$ cat config.mk
export PLATFORM = sky130hd
export DESIGN_NAME = prog_loader
export DESIGN_NICKNAME = d
export VERILOG_FILES = /design/src/rtl/prog_loader.sv
export SDC_FILE = /design/constraint.sdc
export NUM_CORES = 1
export LEC_CHECK = 0
export ABC_AREA = 1
export ABC_CLOCK_PERIOD_IN_PS = 1900
export CORE_ASPECT_RATIO = 0.9
export CORE_UTILIZATION = 40
export CTS_CLUSTER_SIZE = 30
export DETAILED_ROUTE_END_ITERATION = 7
export GPL_TIMING_DRIVEN = 0
export MAX_ROUTING_LAYER = met4
export SYNTH_ARGS = -nofsm -noshare
export SYNTH_HDL_FRONTEND = slang
export SYNTH_SLANG_ARGS = --single-unit
$ cat constraint.sdc
create_clock -name clk -period 1.9 [get_ports clk]
set_input_delay 0.19 -clock clk [delete_from_list [all_inputs] [get_ports clk]]
set_output_delay 0.19 -clock clk [all_outputs]
set_load 0.03 [all_outputs]
$ cat src/rtl/prog_loader.sv
// Boot-time program loader: holds the core in reset, packs an 8-bit stream
// little-endian into RAM words written from BOOT_ADDR, then releases the core.
module prog_loader #(
    parameter int unsigned ADDR_WIDTH = 9,
    parameter int unsigned WORD_WIDTH = 32,
    parameter logic [31:0] BOOT_ADDR  = 32'h0000_0000
) (
    input  logic                  clk,
    input  logic                  rst,
    input  logic                  start,
    input  logic                  run,
    input  logic [ADDR_WIDTH:0]   len,
    input  logic [7:0]            s_data,
    input  logic                  s_valid,
    output logic                  s_ready,
    output logic                  ram_we,
    output logic [ADDR_WIDTH-1:0] ram_addr,
    output logic [WORD_WIDTH-1:0] ram_wdata,
    output logic                  cpu_rst,
    output logic                  busy,
    output logic                  done
);
    localparam int unsigned           BPW       = WORD_WIDTH / 8;
    localparam int unsigned           BCW       = (BPW > 1) ? $clog2(BPW) : 1;
    localparam logic [ADDR_WIDTH:0]   MAX_WORDS = {1'b1, {ADDR_WIDTH{1'b0}}};
    localparam logic [ADDR_WIDTH-1:0] BASE      = BOOT_ADDR[ADDR_WIDTH-1:0];
    localparam logic [BCW-1:0]        LAST_BYTE = BCW'(BPW - 1);

    typedef enum logic [2:0] {IDLE, LOAD, WRITE, FINISH, RUN} state_e;

    state_e                state_q, state_d;
    logic [ADDR_WIDTH:0]   len_q, len_d;
    logic [ADDR_WIDTH:0]   wc_q, wc_d;
    logic [BCW-1:0]        bc_q, bc_d;
    logic [WORD_WIDTH-1:0] buf_q, buf_d;
    logic [ADDR_WIDTH:0]   len_clamped;

    logic                  s_ready_q, s_ready_d;
    logic                  ram_we_q, ram_we_d;
    logic [ADDR_WIDTH-1:0] ram_addr_q, ram_addr_d;
    logic [WORD_WIDTH-1:0] ram_wdata_q, ram_wdata_d;
    logic                  cpu_rst_q, cpu_rst_d;
    logic                  busy_q, busy_d;
    logic                  done_q, done_d;

    assign len_clamped = (len > MAX_WORDS) ? MAX_WORDS : len;

    always_ff @(posedge clk) begin
        if (!rst) begin
            state_q     <= IDLE;
            len_q       <= '0;
            wc_q        <= '0;
            bc_q        <= '0;
            buf_q       <= '0;
            s_ready_q   <= 1'b0;
            ram_we_q    <= 1'b0;
            ram_addr_q  <= '0;
            ram_wdata_q <= '0;
            cpu_rst_q   <= 1'b1;
            busy_q      <= 1'b0;
            done_q      <= 1'b0;
        end else begin
            state_q     <= state_d;
            len_q       <= len_d;
            wc_q        <= wc_d;
            bc_q        <= bc_d;
            buf_q       <= buf_d;
            s_ready_q   <= s_ready_d;
            ram_we_q    <= ram_we_d;
            ram_addr_q  <= ram_addr_d;
            ram_wdata_q <= ram_wdata_d;
            cpu_rst_q   <= cpu_rst_d;
            busy_q      <= busy_d;
            done_q      <= done_d;
        end
    end

    always_comb begin
        state_d = state_q;
        len_d   = len_q;
        wc_d    = wc_q;
        bc_d    = bc_q;
        buf_d   = buf_q;
        unique case (state_q)
            IDLE, RUN: begin
                if (start) begin
                    state_d = LOAD;
                    len_d   = len_clamped;
                    wc_d    = '0;
                    bc_d    = '0;
                    buf_d   = '0;
                end else if (run && (state_q == IDLE)) begin
                    state_d = RUN;
                end
            end
            LOAD: begin
                if (len_q == '0) begin
                    state_d = FINISH;
                end else if (s_valid && s_ready_q) begin
                    buf_d[8*bc_q +: 8] = s_data;
                    bc_d               = bc_q + 1'b1;
                    if (bc_q == LAST_BYTE) state_d = WRITE;
                end
            end
            WRITE: begin
                wc_d    = wc_q + 1'b1;
                bc_d    = '0;
                state_d = (wc_d == len_q) ? FINISH : LOAD;
            end
            FINISH:  state_d = RUN;
            default: state_d = IDLE;
        endcase
    end

    // Outputs decode the next state so every port comes straight from a flop
    // yet still lines up with the state it describes.
    always_comb begin
        s_ready_d   = (state_d == LOAD) && (len_d != '0);
        ram_we_d    = (state_d == WRITE);
        ram_addr_d  = ram_we_d ? (BASE + wc_q[ADDR_WIDTH-1:0]) : ram_addr_q;
        ram_wdata_d = ram_we_d ? buf_d : ram_wdata_q;
        cpu_rst_d   = (state_d != RUN);
        busy_d      = (state_d == LOAD) || (state_d == WRITE);
        done_d      = (state_d == FINISH);
    end

    assign s_ready   = s_ready_q;
    assign ram_we    = ram_we_q;
    assign ram_addr  = ram_addr_q;
    assign ram_wdata = ram_wdata_q;
    assign cpu_rst   = cpu_rst_q;
    assign busy      = busy_q;
    assign done      = done_q;

endmodule

Figure 1. Signal wires on met1.
Scale bar: 20 um. Supply wires on this layer in gray. Cells faint in the background.
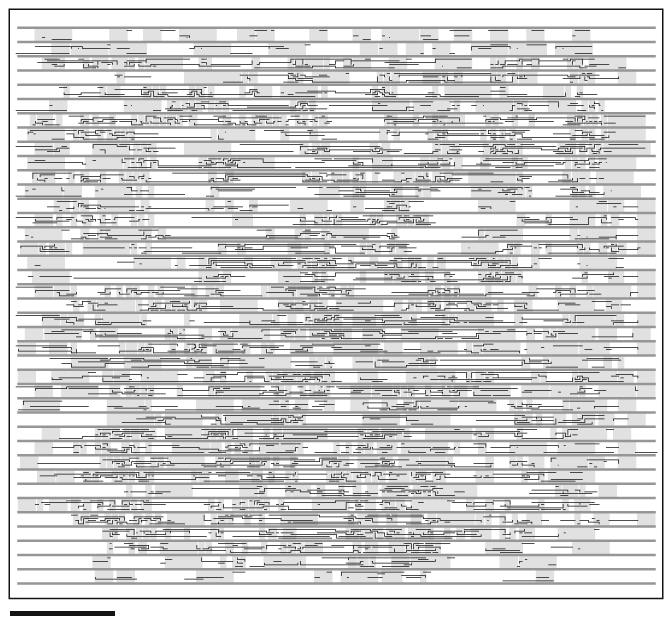
901 nets have wire on it. The wires run mostly horizontal. The layer holds 51% of the routed length. The layer carries 8,090 um of wire.
met1 usage: 0.3279
via count of the routed design: 5,479

Figure 2. Wiring by layer.
Only two layers are drawn.
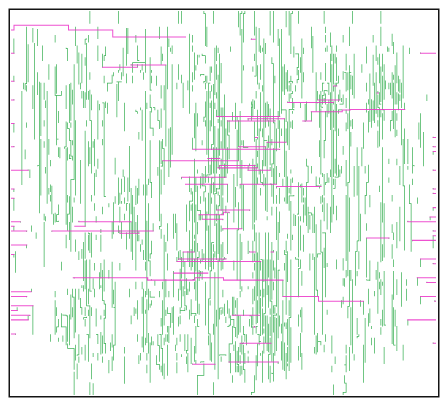
Magenta marks met3, wire length 686 um. Green marks met2, wire length 6,760 um.
Routed WL per cell: 14.33 um
Routed WL: 15,810 um

==> CHANGELOG.md <==
### Implementation results

- CTS tree: yes
- Commonest flop: dfxtp_1
- Post-DP HPWL: 11,380 um
- Post-synth EDFFs: 0
- Setup violations, final: 46
- DRT antenna net count: 0
- Area leader, netlist: dfxtp_1
- CP max-delay cell: dfxtp_4
- Status: complete, but fails checks
- Reg2reg start: wc_q[0]$_SDFFE_PN0P_
- GRT Total Usage: 0.2359
- Pwr dens: ~850 nW/um2
- GR peak layer: met2
- Pin count of the biggest net entering global routing: 16
- Die Y: 112.2 um
- Worst-path clk slew: around 0.07 ns
- Number of logged tool warnings: 33
- Buf/Inv on CP: 3
- CTS root buffer: clkbuf_16
- Fillcell total: roughly 1.3k
- Reg2reg setup slack: -0.20 ns
- Gate Count Post-Synth: 839
- Commonest cells post-synth: 207 x nand2_1, 141 x nand3_1, 125 x nor2_1, 106 x inv_1, 103 x dfxtp_1
- H-tree Lvls: 3
- Core box area: 12,930 um2
- CP Max Fanout: 7
- Worst-case clock buffer depth: 2
- Most numerous cell in the Yosys netlist: nand2_1
- Synthesized area: between 5000 and 6000 um2
- CP top delay family: simple AND/OR/NAND/NOR gates
- DRC violations left: 0
- Post-synth cell types: 29
- CP required: 2.15 ns
- Crit path to: ram_wdata[21]$_SDFFE_PN0N_
- Core Rows: 39
- Inserted Diodes: 0
- Worst setup margin: -0.2009 ns
- RR Endpoint: ram_wdata[21]$_SDFFE_PN0N_
- Top cells by area: dfxtp_1 38%, nand2_1 14%, nand3_1 13%, nor2_1 8.7%, inv_1 7.4%
- Least-Margin Pin Slew: around 0.64 ns
- Crit Path Class: flip-flop to flip-flop
- Critical Path Start Type: flip-flop
- Met2 usage: 0.3418
- Post-synth regs: 103
- Most used cell, CP: nand2_1
- GR Util met3: 0.04671
- Failing checks: negative setup slack
- Worst slack, placed: -0.4646 ns
- Total congestion overflow: 0
- Clock skew after layout: 0.007794 ns
- Iter 0 DRT Violations: 380
- CP Capture Type: flip-flop
- Post-synth net total: 869
- Worst path depth: 16
- Clk ins delay skew pair: 0.36 ns
- Layout area overhead: 32.71%
- Vias per inst: roughly 5
- Crit-path max cell delay: 0.37 ns
- Worst relative slew slack: 0.5702
- Max rail drop VDD: 629.5 uV
- Clk sinks: about 100
- Die area: 13,960 um2
- Final nets: 965
- Count of pins over their slew limit: 0
- Cells in synth_stat.txt: 839
- Max frequency: 476.0 MHz
- RSZ-0062 raised after global routing: true
- Initial DRT Pass Iterations: 5
- P_leak: about 3.0 nW
- Final hold vios: 0
- FFs w/ async S/R, synth: 0
- Vias in the first global route: 5,002
- Initial antenna violation count: 0
- GP Congestion: 0.8524
- Chip area in the Yosys report: 5398 um2
- TritonCTS Buffers: 9
- Proportion of layout cells with a drive suffix above 1: 0.1555
- CP arrival: between 2 and 2.5 ns
- Die X: 124.5 um
- Synth top area share: 0.3820
Figure 3. Sequential cells colored by netlist name.
Scale bar: 20 um. Other sequential cells in the stronger gray, the rest of the logic in the fainter gray.
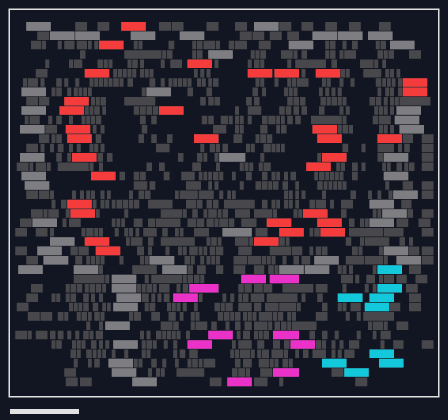
Red marks buf_q, flops 32. Magenta marks wc_q, flops 10, where bottom middle. Cyan marks ram_addr, flops 9, where bottom right.
Seq. pwr: 2.36 mW
Reg area: 2077 um2
final core occ: 0.5539

Figure 4. Wires at chosen ports, followed through buffers.
Scale bar: 20 um.
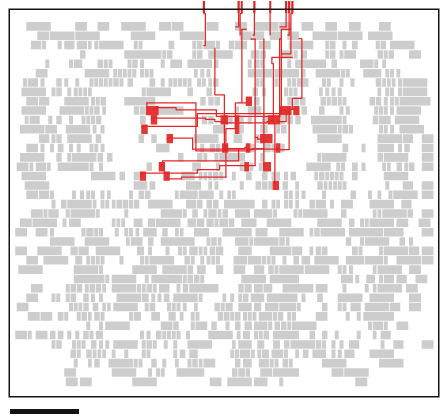
Red marks s_data, bits 8, direction input, edge top, end cells 25, buffers 8, wire 674 um.
Port-buffer cells: 67
Top Ports: 69

per-stage QoR:
step | cells | area, um2 | hold WS (ns) | TNS (ns) | power, mW
after global placement | 1070 | 6282 | 0.4604 | -21.27 | 3.944
after global routing | 1103 | 7163 | 0.3527 | -12.37 | 6.358
after detailed placement | 1070 | 6282 | 0.4694 | -22.72 | 3.957
after floorplan | 839 | 5406 | 0.4053 | 0 | 3.447
final | 1103 | 7163 | 0.3357 | -6.357 | 6.053
after CTS | 1100 | 6903 | 0.3370 | -7.764 | 5.975
metal layers:
metal | wire length (um) | vias to the layer above
met4 | 269 | 0
met3 | 686 | 17
li1 | - | 2831
met2 | 6763 | 133
met5 | 0 | -
met1 | 8091 | 2498
cell usage in the layout (no fill, tap or decap), drive strengths merged, types with 5 or more instances in the layout:
| cell type | count |
|---|---|
| nor2 | 131 |
| clkdlybuf4s50 | 67 |
| nand3 | 142 |
| buf | 35 |
| inv | 108 |
| dfxtp | 103 |
| a21oi | 62 |
| nand2 | 209 |
| clkbuf | 38 |
| ha | 7 |
| o21ai | 18 |
| nand4 | 5 |
power breakdown:
part	total (mW)	internal, mW	leakage, nW	switching, mW
registers	2.36	2.27	0.838	0.0834
logic	1.79	0.634	1.98	1.16
clock network	1.90	1.08	0.145	0.816
total	6.05	3.99	2.97	2.06
cells by family after synthesis:
logic type | count (synthesis) | synth area share
AND/OR/NAND/NOR | 489 | 0.3811
flip-flops | 103 | 0.3820
AND-OR/OR-AND | 84 | 0.09272
adder cells (fa/ha/maj) | 7 | 0.01623
buffers and inverters | 153 | 0.1205
XOR/XNOR | 3 | 0.007418
timing repair:
item                                    in CTS  in global routing
pin swaps                                   11                 17
endpoints found under the setup margin      78                 81
hold buffers                                 0                  0
buffers inserted                            15                  2
endpoints found under the hold margin        0                  0
resized                                     46                 75
cloned                                       3                  1
layout make-up:
class / count / area, um2 / area share
flip-flops and latches: 103 / 2077 / 0.2900
inverters: 109 / 411.6 / 0.05747
repair buffers: 86 / 925.9 / 0.1293
multi-input cells: 584 / 2959 / 0.4131
plain buffers: 42 / 285.3 / 0.03983
well taps: 164 / 205.2 / 0.02865
clock inverters: 3 / 42.54 / 0.005939
clock buffers: 12 / 256.5 / 0.03581
worst min path at each step:
stage / from / to / slack, ns / depth (start not counted)
floorplan: run / cpu_rst$_SDFF_PN1_ / 0.41 / 3
global placement: ram_wdata[25]$_SDFFE_PN0N_ / ram_wdata[25]$_SDFFE_PN0N_ / 0.46 / 2
detailed placement: ram_wdata[15]$_SDFFE_PN0N_ / ram_wdata[15]$_SDFFE_PN0N_ / 0.47 / 2
CTS: rst / ram_wdata[0]$_SDFFE_PN0N_ / 0.34 / 3
global route: rst / ram_wdata[0]$_SDFFE_PN0N_ / 0.35 / 3
finish: rst / ram_wdata[0]$_SDFFE_PN0N_ / 0.34 / 3
worst register-to-register path, delay by kind of cell, from the launching register on:
kind          cells  cell delay [ns]
fa+ha+maj         1             0.18
buf+inv           3             0.45
flops             1             0.37
simple gates     12             0.99
flip-flops by register name (all words and copies together), names as in the netlist:
name and flops:
len_q 10, busy 1, ram_addr 9, s_ready 1, ram_wdata 32, state_q 3, buf_q 32, bc_q 2
ram_we 1, wc_q 10, done 1, cpu_rst 1
Power figures rest on the tool's default switching activity, not on a simulated workload.
